### config.mk
export PLATFORM = sky130hd
export DESIGN_NAME = siso_frame_deser
export DESIGN_NICKNAME = d
export VERILOG_FILES = /design/src/rtl/siso_frame_deser.sv
export SDC_FILE = /design/constraint.sdc
export NUM_CORES = 1
export LEC_CHECK = 0
export CAP_MARGIN = 5
export CORE_MARGIN = 1
export CORE_UTILIZATION = 30
export CTS_CLUSTER_DIAMETER = 150
export DETAILED_ROUTE_END_ITERATION = 8
export HOLD_SLACK_MARGIN = 0.1
export SKIP_LAST_GASP = 1
export SLEW_MARGIN = 30
export SYNTH_ARGS = -nofsm -noshare
export SYNTH_HDL_FRONTEND = slang
export SYNTH_SLANG_ARGS = --single-unit
### constraint.sdc
create_clock -name clk -period 2.24 [get_ports clk]
set_clock_uncertainty 0.1 [all_clocks]
set_input_delay 0.56 -clock clk [delete_from_list [all_inputs] [get_ports clk]]
set_output_delay 0.56 -clock clk [all_outputs]
set_load 0.02 [all_outputs]
### src/rtl/siso_frame_deser.sv
`default_nettype none
// ============================================================================
// Module   : siso_frame_deser
// Function : Sync-word hunter and serial-to-parallel word assembler with
//            even-parity check and a single-entry valid/ready output register.
// Revision : 1.0
// ============================================================================
module siso_frame_deser #(
  parameter int              W    = 8,
  parameter int              SW   = 4,
  parameter logic [SW-1:0]   SYNC = 4'b1011
) (
  input  logic         clk,
  input  logic         reset_al_in,
  input  logic         bit_en_in,
  input  logic         d_in,
  input  logic         ready_in,
  input  logic         clr_ovf_in,
  output logic [W-1:0] word_out,
  output logic         valid_out,
  output logic         parity_err_out,
  output logic         overflow_out,
  output logic         busy_out
);

  localparam int FW = $clog2(SW + 1);
  localparam int BW = $clog2(W + 1);

  localparam logic [1:0] S_HUNT   = 2'd0;
  localparam logic [1:0] S_DATA   = 2'd1;
  localparam logic [1:0] S_PARITY = 2'd2;

  localparam logic [FW-1:0] c_fill_full = FW'(SW);
  localparam logic [FW-1:0] c_fill_arm  = FW'(SW - 1);
  localparam logic [FW-1:0] c_fill_one  = FW'(1);
  localparam logic [BW-1:0] c_bit_last  = BW'(W - 1);
  localparam logic [BW-1:0] c_bit_one   = BW'(1);

  logic [1:0]    r_state;
  logic [FW-1:0] r_fill;
  logic [SW-2:0] r_sync_sr;
  logic [W-1:0]  r_data_sr;
  logic [BW-1:0] r_bit_cnt;
  logic [W-1:0]  r_word;
  logic          r_valid;
  logic          r_perr;
  logic          r_ovf;

  logic [SW-1:0] w_sync_window;
  logic          w_match;
  logic          w_parity_ok;
  logic          w_take;

  // Only SW-1 history bits are stored; the incoming bit completes the window.
  assign w_sync_window = {r_sync_sr, d_in};
  assign w_match       = (w_sync_window == SYNC) && (r_fill >= c_fill_arm);
  assign w_parity_ok   = ~^{r_data_sr, d_in};
  assign w_take        = r_valid & ready_in;

  always_ff @(posedge clk or negedge reset_al_in) begin
    if (!reset_al_in) begin
      r_state   <= S_HUNT;
      r_fill    <= '0;
      r_sync_sr <= '0;
      r_data_sr <= '0;
      r_bit_cnt <= '0;
      r_word    <= '0;
      r_valid   <= 1'b0;
      r_perr    <= 1'b0;
      r_ovf     <= 1'b0;
    end else begin
      r_perr <= 1'b0;
      if (w_take)
        r_valid <= 1'b0;
      if (clr_ovf_in)
        r_ovf <= 1'b0;

      if (bit_en_in) begin
        case (r_state)
          S_HUNT: begin
            r_sync_sr <= w_sync_window[SW-2:0];
            if (r_fill != c_fill_full)
              r_fill <= r_fill + c_fill_one;
            if (w_match) begin
              r_state   <= S_DATA;
              r_bit_cnt <= '0;
            end
          end
          S_DATA: begin
            r_data_sr <= {r_data_sr[W-2:0], d_in};
            r_bit_cnt <= r_bit_cnt + c_bit_one;
            if (r_bit_cnt == c_bit_last)
              r_state <= S_PARITY;
          end
          S_PARITY: begin
            // A new load overrides the same-cycle transfer, keeping valid high.
            if (w_parity_ok) begin
              if (!r_valid || ready_in) begin
                r_word  <= r_data_sr;
                r_valid <= 1'b1;
              end else begin
                r_ovf <= 1'b1;
              end
            end else begin
              r_perr <= 1'b1;
            end
            r_state   <= S_HUNT;
            r_sync_sr <= '0;
            r_fill    <= '0;
          end
          default: r_state <= S_HUNT;
        endcase
      end
    end
  end

  assign word_out       = r_word;
  assign valid_out      = r_valid;
  assign parity_err_out = r_perr;
  assign overflow_out   = r_ovf;
  assign busy_out       = (r_state != S_HUNT);

endmodule
`default_nettype wire
### Sequential cells colored by netlist name

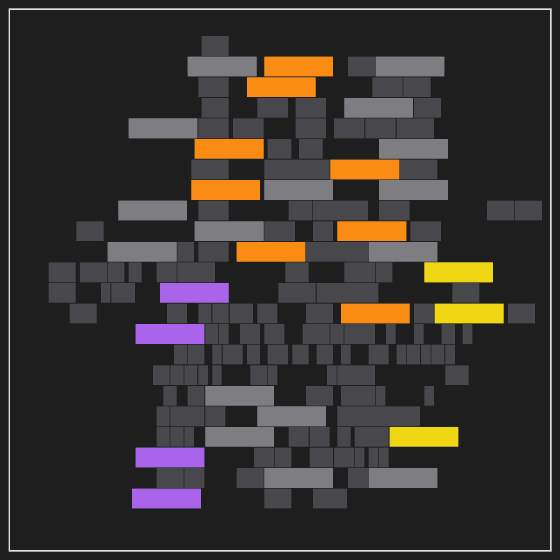
Key: orange = r_data_sr [sequential cells 8]; yellow = r_sync_sr [sequential cells 3]; purple = r_bit_cnt [sequential cells 4]
Util after Layout: 42.1%
flop share of the area: 41.0%
Reg area: 776 um2
P_seq: 890 uW

### Drive-strength map

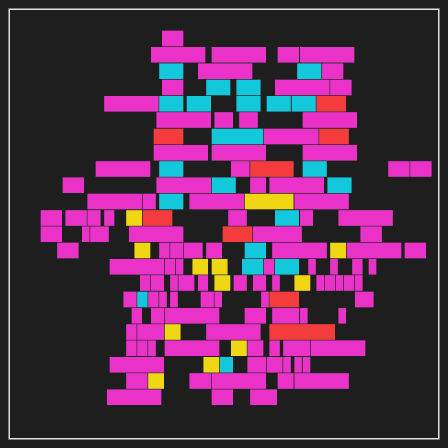
Key: yellow = drive 3 to 4 [cells 12, share 7.8%, most used buf_4]; magenta = drive 1 or less [cells 113, share 73%, most used dfrtp_1]; red = drive 6 and up [cells 8, share 5.2%, most used clkbuf_8]; cyan = drive 2 [cells 21, share 14%, most used mux2_2]
area grow syn2layout: 31.1%
final instance area: 0.00189 mm2
Non-clk bufs: 29

==> impl_metrics.ini <==
; yosys + openroad results
[detailed_routing]
routed.top_layer = met4
ant_nets = 0
drt_iter0_markers = 73
wl_met2_um = 1300
wl_um = 2760
drt-wirelength-per-cell_um = 13.4
drc = 0
met3WireLength_um = 116
drt-pass1-iter-count = 4
vias_per_cell = 4.77
wl_met1_um = 1330
vias = 982

[place]
routabilityCongestion = 0.800
place_hpwl_um = 1920
dp.cells = 197
port_buffers = 17
placed_area_mm2 = 0.00175

[grt]
grt_pass1_wl_um = 4840
use_met3_pct = 3.94
grt_pass1_vias = 1034
antenna_found_initial = 0
use_met1_pct = 15.9
overflow = 0
grt_max_degree = 32

[setup_path]
cp_max_fo = 2
worstPathArrival_ps = 1490
startpoint_type = flip-flop
crit_slowest_cell = clkdlybuf4s50_1
worst-setup-path-type = flip-flop to primary output
cp_num_buf_inv = 1
end_kind = primary output
cp.required_ps = 1580
cp_top_family = buffers and inverters
cp_cell_sequence = or2_2 -> clkdlybuf4s50_1
critical_path.max_stage_delay_ps = 540

[clocking]
cts_buffers = 5
htreeDepth = 2
clk_latency_ps = 280
cts_hold_buf = 0
clkTransAtPathRegs_ps = 60
cts_max_path_buffers = 2
cts_tree = yes
numClockSinks = 31
root_buffer = clkbuf_8

[final_layout]
fill_cells = 422
drive_gt1_share_pct = 26.6
finalNonFillerCells = 206
final_nets = 163
antenna_cells = 0

[synthesis]
top_area_share_pct = 53.7
synth_compound_gate_area_share_pct = 9.26
yosys-dominant-comb-family = multiplexers
ys_area_mm2 = 0.00145
syn_avg_cell_area_um2 = 12.0
synthesis.nets = 130
synthXorXnorAreaFrac_pct = 5.63
yosysTopAreaCell = dfrtp_1
syn_inst = 120
mux_area_share_pct = 14.0
yosysWarnings = 0
adder_share_pct = 3.46
synth_cell_types = 32
postSynthSeqShare_pct = 53.7
ys.flops = 31
synth_area_mm2 = 0.00145
ys_cells = 120
area_leaders = dfrtp_1 54%, mux2_2 12%, ha_1 3.5%, nand2_1 2.9%, o21ai_0 2.8%
simple_gate_area_share_pct = 11.6

[sta]
period_minus_slack_ps = 2150
setup_viol = 0
worstMarginPinSlew_ps = 393
tns_ps = 0
rsz0062_at_grt = no
hold_viol = 0
slew_headroom_pct = 73.8
max_clock_freq_mhz = 465
final-max-slew-violation-count = 0
finalClockPeriodUsage_pct = 96.0

[run]
warnings = 27
drv_cap = 0

[outcome]
outcome = completed

[floorplanning]
die_w_um = 71.4
chipArea_mm2 = 0.00510
pin_count = 18
fp-row-count = 24
fp.dieH_um = 71.4

[worst_hold_path]
hold_path.class = flip-flop to flip-flop

[power_and_ir_drop]
leakage_uw = 0.000887
peakVddDrop_mv = 0.392
p_per_area_mw_per_mm2 = 1260
### Placement density heat map

The die is cut into 7 by 7 equal tiles; black is low, pale yellow is high, 0 to 100% covered.
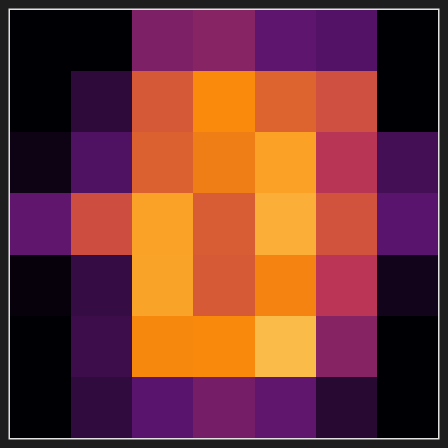
The mean over all tiles is 36%. The fullest tile reaches 85%. The densest ninth of the die: center.
FP Core Util: 32.1%
core area: 0.00450 mm2

### Routing congestion map

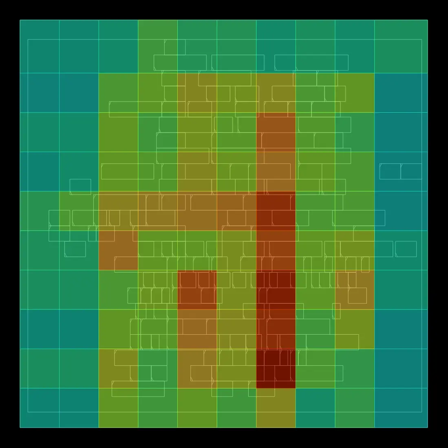
busiest grt layer: met2
M2 GR Usage: 18.5%
global-route usage over all layers: 12.6%

-- layout by cell type, fill, tap and decap left out, types with 2 or more instances in the layout --
cell,n
nand2b_1,2
xnor2_1,2
nand2_1,11
ha_1,4
or3_1,2
nor2_1,3
mux2_2,16
inv_1,6
xor2_1,2
nand3_1,2
o32ai_1,3
nand3b_1,2
clkbuf_8,6
nor2b_1,3
a21oi_1,5
o21ai_0,8
dfrtp_1,31
buf_4,11
clkdlybuf4s50_1,17
-- synthesized netlist by cell type --
cell type	count
nand2b_1	2
xnor3_2	1
o21ai_0	8
o21ba_2	1
a32o_1	1
xnor2_1	2
ha_1	4
mux2i_4	1
o32ai_1	3
o21bai_1	1
nor3_1	1
and2_1	1
xnor3_1	1
clkbuf_1	3
nand4b_1	1
mux2_2	16
inv_1	6
xor2_1	2
nor2_1	3
nand3b_1	2
or2_2	1
a211oi_1	1
nor2b_1	3
nand4_1	1
a21oi_1	5
or3_1	2
nor3b_1	1
nand3_1	2
nor4_1	1
dfrtp_1	31
a21o_1	1
nand2_1	11
-- final timing paths --
kind                                             to                startpoint  slack (ps)  cells past startpoint
setup / recovery                           busy_out    r_state[0]$_DFFE_PN0P_          90                      2
hold / removal             r_sync_sr[2]$_DFFE_PN0P_  r_sync_sr[2]$_DFFE_PN0P_         380                      2
setup reg to reg            word_out[1]$_DFFE_PN0P_  r_data_sr[1]$_DFFE_PN0P_         250                      5
hold reg to reg            r_sync_sr[2]$_DFFE_PN0P_  r_sync_sr[2]$_DFFE_PN0P_         380                      2
max in group asynchronous  r_sync_sr[2]$_DFFE_PN0P_               reset_al_in        1190                      2
min in group asynchronous  r_bit_cnt[0]$_DFFE_PN0P_               reset_al_in         570                      2
-- power by group --
group / total (uW) / switching (uW) / internal [uW]
registers: 890 / 156 / 734
clock network: 567 / 208 / 360
logic: 923 / 427 / 496
total: 2380 / 791 / 1590
-- timing repair --
| item | CTS | global route |
|---|---|---|
| buffers inserted | 1 | 0 |
| endpoints found under the setup margin | 8 | 0 |
| gates resized | 1 | 0 |
-- state kept, by name, summed over array words and instances, names as in the netlist --
name	count
valid_out	1
parity_err_out	1
r_bit_cnt	4
r_sync_sr	3
word_out	8
r_fill	3
r_data_sr	8
r_state	2
overflow_out	1
-- worst register-to-register path: cells and delay by family, from the launching register on --
kind                   cells  cell delay (ps)
multiplexers               2              590
XOR/XNOR                   2              620
flip-flops                 1              420
buffers and inverters      1              150
-- per-stage QoR --
stage / total power, uW / hold WS [ps] / setup slack [ps]
4_1_cts: 2400 / 393 / 81.8
3_3_place_gp: 1760 / 361 / -341
3_5_place_dp: 1800 / 378 / -376
2_1_floorplan: 1530 / 164 / 274
6_report: 2380 / 384 / 89.5
5_1_grt: 2560 / 413 / 38.6
-- cell type report --
type / instances / area, um2 / share of cell area [%]
Sequential cell: 31 / 776 / 41.0
Multi-Input combinational cell: 80 / 641 / 33.8
Timing Repair Buffer: 29 / 273 / 14.4
Clock buffer: 6 / 82.6 / 4.36
Tap cell: 52 / 65.1 / 3.43
Clock inverter: 2 / 35.0 / 1.85
Inverter: 6 / 22.5 / 1.19
Power figures rest on the tool's default switching activity, not on a simulated workload.
